==> config.mk <==
export PLATFORM = sky130hd
export DESIGN_NAME = pipe_wb_stage_flat
export DESIGN_NICKNAME = d
export VERILOG_FILES = /design/src/rtl/pipe_wb_stage_if.sv /design/src/rtl/pipe_wb_stage.sv /design/src/flat_wrapper.sv
export SDC_FILE = /design/constraint.sdc
export NUM_CORES = 1
export LEC_CHECK = 0
export ABC_AREA = 1
export CAP_MARGIN = 0
export CORE_MARGIN = 1
export CORE_UTILIZATION = 41
export DETAILED_ROUTE_END_ITERATION = 16
export PLACE_DENSITY = 0.81
export SYNTH_ARGS = -nofsm -noshare
export SYNTH_HDL_FRONTEND = slang
export SYNTH_SLANG_ARGS = --single-unit
==> constraint.sdc <==
create_clock -name clk -period 28.5 [get_ports clk]
set_input_delay 4.275 -clock clk [delete_from_list [all_inputs] [get_ports clk]]
set_output_delay 4.275 -clock clk [all_outputs]
set_load 0.1 [all_outputs]
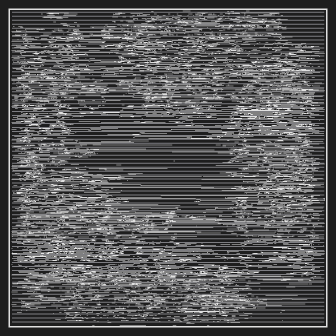
**Above:** signal wires on met1.
Supply wires on this layer in gray.
nets with wire on the layer: 2,504
main direction: horizontal
met1 layer usage reported by global route: 38.5%
count of vias placed by the detailed router: 17.0k

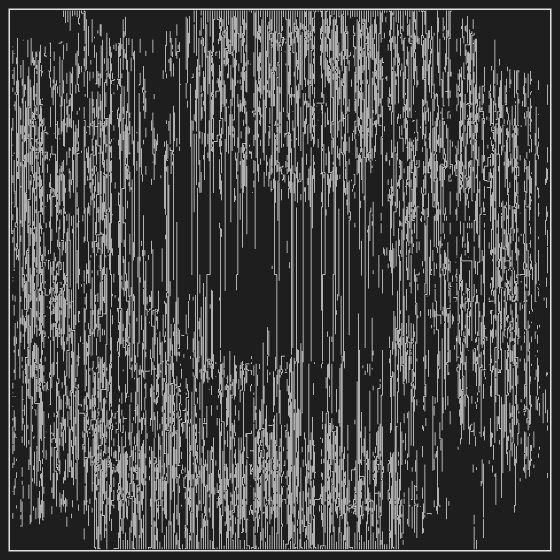
**Above:** the metal 2 layer.
main direction: vertical
nets with wire on the layer: 2,464
share of all routed wire: 48%
global-route met2 utilization: 50.3%
post-detailed-routing wire length: 73,000 um

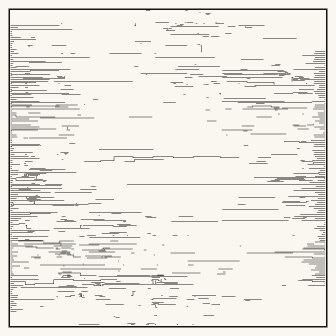
**Above:** met3 routing.
nets with wire on the layer: 505
wire length on this layer: 6,570 um
share of all routed wire: 9.0%
main direction: horizontal
longest straight run: 136 um
met3 Resource Use GR: 7.09%

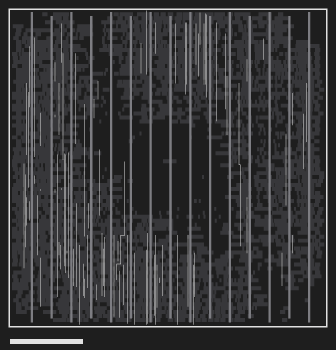
**Above:** met4 routing.
The bar under the picture is 50 um long. Supply wires on this layer in gray.
longest straight run: 97.2 um
wire length on this layer: 3,330 um
main direction: vertical

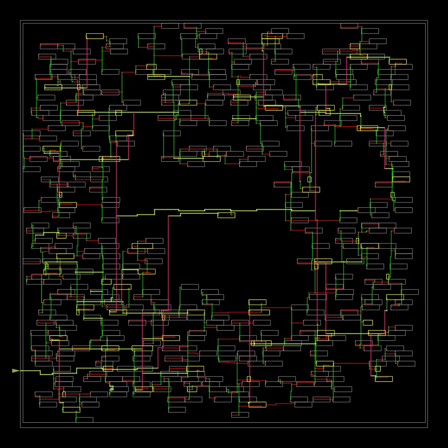
**Above:** the clock network.
clock network power: 591 uW
Post-Route Skew: 0.0188 ns
CTS sink cnt: 402
number of CTS-inserted buffers: 45
number of clock buffers in the layout: 66

==> notes.md <==
Synthesis and PnR results.

- The run finished with clean final reports.
- The top cell type's share of synthesized area reads 53.3%.
- Per the synthesis report, the number of distinct cell types is 30.
- The post-detailed-placement cell area reads approximately 24,000 um2.
- The ratio of final minimum period to clock period is 29.4%.
- The post-layout total power is roughly 2.0 mW.
- The library cell appearing most often on the critical path is sky130_fd_sc_hd__nand2_1.
- Once the clock tree was built, the setup fixing pass inserted 0 buffers.
- From bottom edge to top edge, the die measures 216 um.
- The commonest cells after synthesis are sky130_fd_sc_hd__nand2_1, sky130_fd_sc_hd__dfrtp_1, sky130_fd_sc_hd__mux2_2.
- The cell with the biggest individual delay on the critical path reads sky130_fd_sc_hd__clkdlybuf4s50_1.
- Looking at the VDD voltage map, the peak drop is 0.0603 mV.
- The logs give a warning total of 33.
- For this run, design rule violations remaining after detail routing come to 0.
- Measured against its own limit, the worst slew margin works out to between 10% and 20%.
- The number of nets produced by synthesis reads 2,361.
- The clock tree from TritonCTS reads built.
- The floorplan die width reads 216 um.
- The master cell of the clock root buffer reads sky130_fd_sc_hd__clkbuf_16.
- Per the skew report, the later register of the worst-skew pair sees a clock latency of 0.59 ns.
- The post-synthesis cell type with the largest combined area is sky130_fd_sc_hd__dfrtp_1.
- The cell resize tally after clock tree synthesis is 0.
- The final-report max-slew violation count reads 0.
- The critical path required time reads 24.23 ns.
- According to the dpl log, the detail-placed design has an HPWL of 54,300 um.
- The register bit total from synthesis is 402.
- Across the run, the number of max-cap violations was 0.
- The critical setup path kind reads register to primary output.
- The first-pass iteration count of the detailed router is 6.
- The power per standard cell area reads 79.2 nW/um2.
- The class of the most critical hold timing path reads register to register.
- The number of nets in the finished design is 2,810.
- The number of antenna violations at the first check in global routing reads 13.
- The area of the die reads 46,900 um2.
- The sequential element share of the synthesized area is 53.3%.
- The most common cell in the netlist is sky130_fd_sc_hd__nand2_1.
- After synthesis, the cell types taking the most area are sky130_fd_sc_hd__dfrtp_1, sky130_fd_sc_hd__mux2_2, sky130_fd_sc_hd__nand2_1, sky130_fd_sc_hd__o21ai_0, sky130_fd_sc_hd__inv_1.
- The endpoint arrival time on the critical path reads 4.10 ns.
- The cell area that synthesis handed to floorplanning was around 19,000 um2.
- The minimum period implied by the final worst setup slack is ~8.4 ns.
- The number of hold buffers added after CTS reads 0.
- The number of H-tree levels reads 2.
- Of all flip-flops after synthesis, the portion carrying an async set or reset was 100%.
- Setup repair after global routing left no endpoint under its margin.
- The setup slack after placement reads 20.71 ns.
- The final report lists the setup-violating endpoint count as 0.
- Counting the fill cells in the layout gives ~3.9k.
- Dividing the synthesized area by the synthesized cell count gives 9.35 um2.
- The maximum operating frequency reads 0.119 GHz.
- The synthesis-to-finish area growth reads 36.7%.
- The I/O pin count reads 508.
- The actual slew at the worst max-slew pin is 1.27 ns.
- The first global-routing pass estimated 107,000 um of wire.
- Max fanout on the critical path was recorded as 19.
- The yosys synthesis chip area is 18,900 um2.
- The count of instantiated cells in the yosys netlist reads a little over 2k.
- The final critical-path setup slack is 20.13 ns.
- The mean routed wirelength per cell reads 23.5 um.
- The global routing report lists combined usage of all routing layers as 30.8%.
- The sum of overflow across all layers after global routing reads 0.
- The core outline area is between 40,000 and 50,000 um2.
- The number of nets with antenna violations after detailed routing reads 0.
- Per the detail_route report, vias per standard cell equal 5.48.
- The worst setup path is launched from a register.
- In this run the core area contains 78 standard-cell rows.
- The number of DRC violations after detailed-routing iteration 0 reads 1,628.
- On the worst path, the slowest cell contributes a delay of 1.23 ns.
- Counting the warning lines in the Yosys log gives 0.
- The final sum of negative setup slack reads 0 ns.
- The flip-flop cell with the highest count after synthesis is sky130_fd_sc_hd__dfrtp_1.
- The number of flip-flops under the largest register name is between 300 and 400.
- The final report gives the standard cell area, fillers excluded, as 25,800 um2.
- The synthesized design contains 0 enable-type register cells.
- The pin count of the biggest net entering global routing is 184.
- The report puts the cell count of the worst reg-to-reg path at 6.
- The minimum setup slack among reg-to-reg paths is approximately 26 ns.
- Per the gpl log, the routability congestion estimate is between 0.9 and 1.
- The count of final hold-check violations is 0.
- The initial cell density of the core reads 41.6%.
- The count of mapped cells out of synthesis reads 2,017.
- The number of instances on the worst hold path is 1.
- The via count of the first global-routing pass came to 16.9k.
- The kind of capture point of the worst setup path reads a primary output.
- The ratio of cells with drive above 1 in the final layout reads between 10% and 20%.
- Port buffering added 507 buffers.
- The clock edge transition at the registers on the reported setup and hold paths is 0.06 ns.
- The number of buffers on the longest clock path reads 3.
- The leakage power reads between 10 and 15 nW.
- The critical path goes through nand2_1, inv_2, nand2_1, o2111ai_1, clkdlybuf4s50_1.
-- logic make-up (layout without fill, tap and decap cells) --
| kind of cell | count (synthesis) | count (layout) | synth area share [%] |
|---|---|---|---|
| simple gates | 795 | 795 | 16.9 |
| flops | 402 | 402 | 53.3 |
| compound gates | 304 | 304 | 8.61 |
| buf+inv | 261 | 743 | 5.93 |
| mux | 253 | 253 | 15.1 |
| fa+ha+maj | 2 | 2 | 0.133 |
| other cells | 0 | 10 | 0 |
-- power by group --
part	total, mW	switching (mW)	internal [mW]	leakage (nW)
Clock	0.591	0.242	0.349	0.726
Combinational	0.751	0.555	0.196	5.91
Sequential	0.699	0.0663	0.633	4.78
Total	2.04	0.864	1.18	11.4
-- cells in the final DEF, fill, tap and decap left out, drive strengths merged, types with 12 or more instances in the layout --
cell / n
inv: 139
mux2: 253
buf: 16
nand4: 12
nand3: 95
nand2: 623
o21ai: 207
nor2: 65
a21oi: 65
o2111ai: 23
clkdlybuf4s50: 507
dfrtp: 402
clkbuf: 66
-- area by class of cell --
class                   count  area [um2]  share of cell area, %
flip-flops and latches    402       10100                   39.0
multi-input cells        1354        7700                   29.9
repair buffers            523        5220                   20.3
clock buffers              66        1280                   4.99
well taps                 600         751                   2.91
inverters                 140         536                   2.08
clock inverters            14         199                  0.772
diodes                     10        25.0                 0.0971
-- metal layers --
| layer | up-vias | track usage (%) | routed length, um |
|---|---|---|---|
| met3 | 184 | 7.09 | 6570 |
| met1 | 8360 | 38.5 | 28000 |
| met5 | - | 0 | 52 |
| li1 | 7551 | - | - |
| met4 | 8 | 14.6 | 3330 |
| met2 | 935 | 50.3 | 35100 |
-- worst max-delay path: cells and delay by family, from the launching register on --
kind,cells,cell delay [ns]
flip-flops,1,0.80
buffers and inverters,2,1.71
AND-OR/OR-AND,1,0.21
AND/OR/NAND/NOR,2,0.78
-- metrics by stage --
| step | utilization (%) | instances | hold slack (ns) |
|---|---|---|---|
| after floorplan | - | 2017 | 0.475 |
| after global placement | 53.4 | 3018 | 0.484 |
| after detailed placement | 53.4 | 3018 | 0.494 |
| after CTS | 56.7 | 3098 | 0.506 |
| after global routing | 56.8 | 3106 | 0.516 |
| final | 56.8 | 3109 | 0.506 |
Power is estimated from default activity; no workload was simulated.
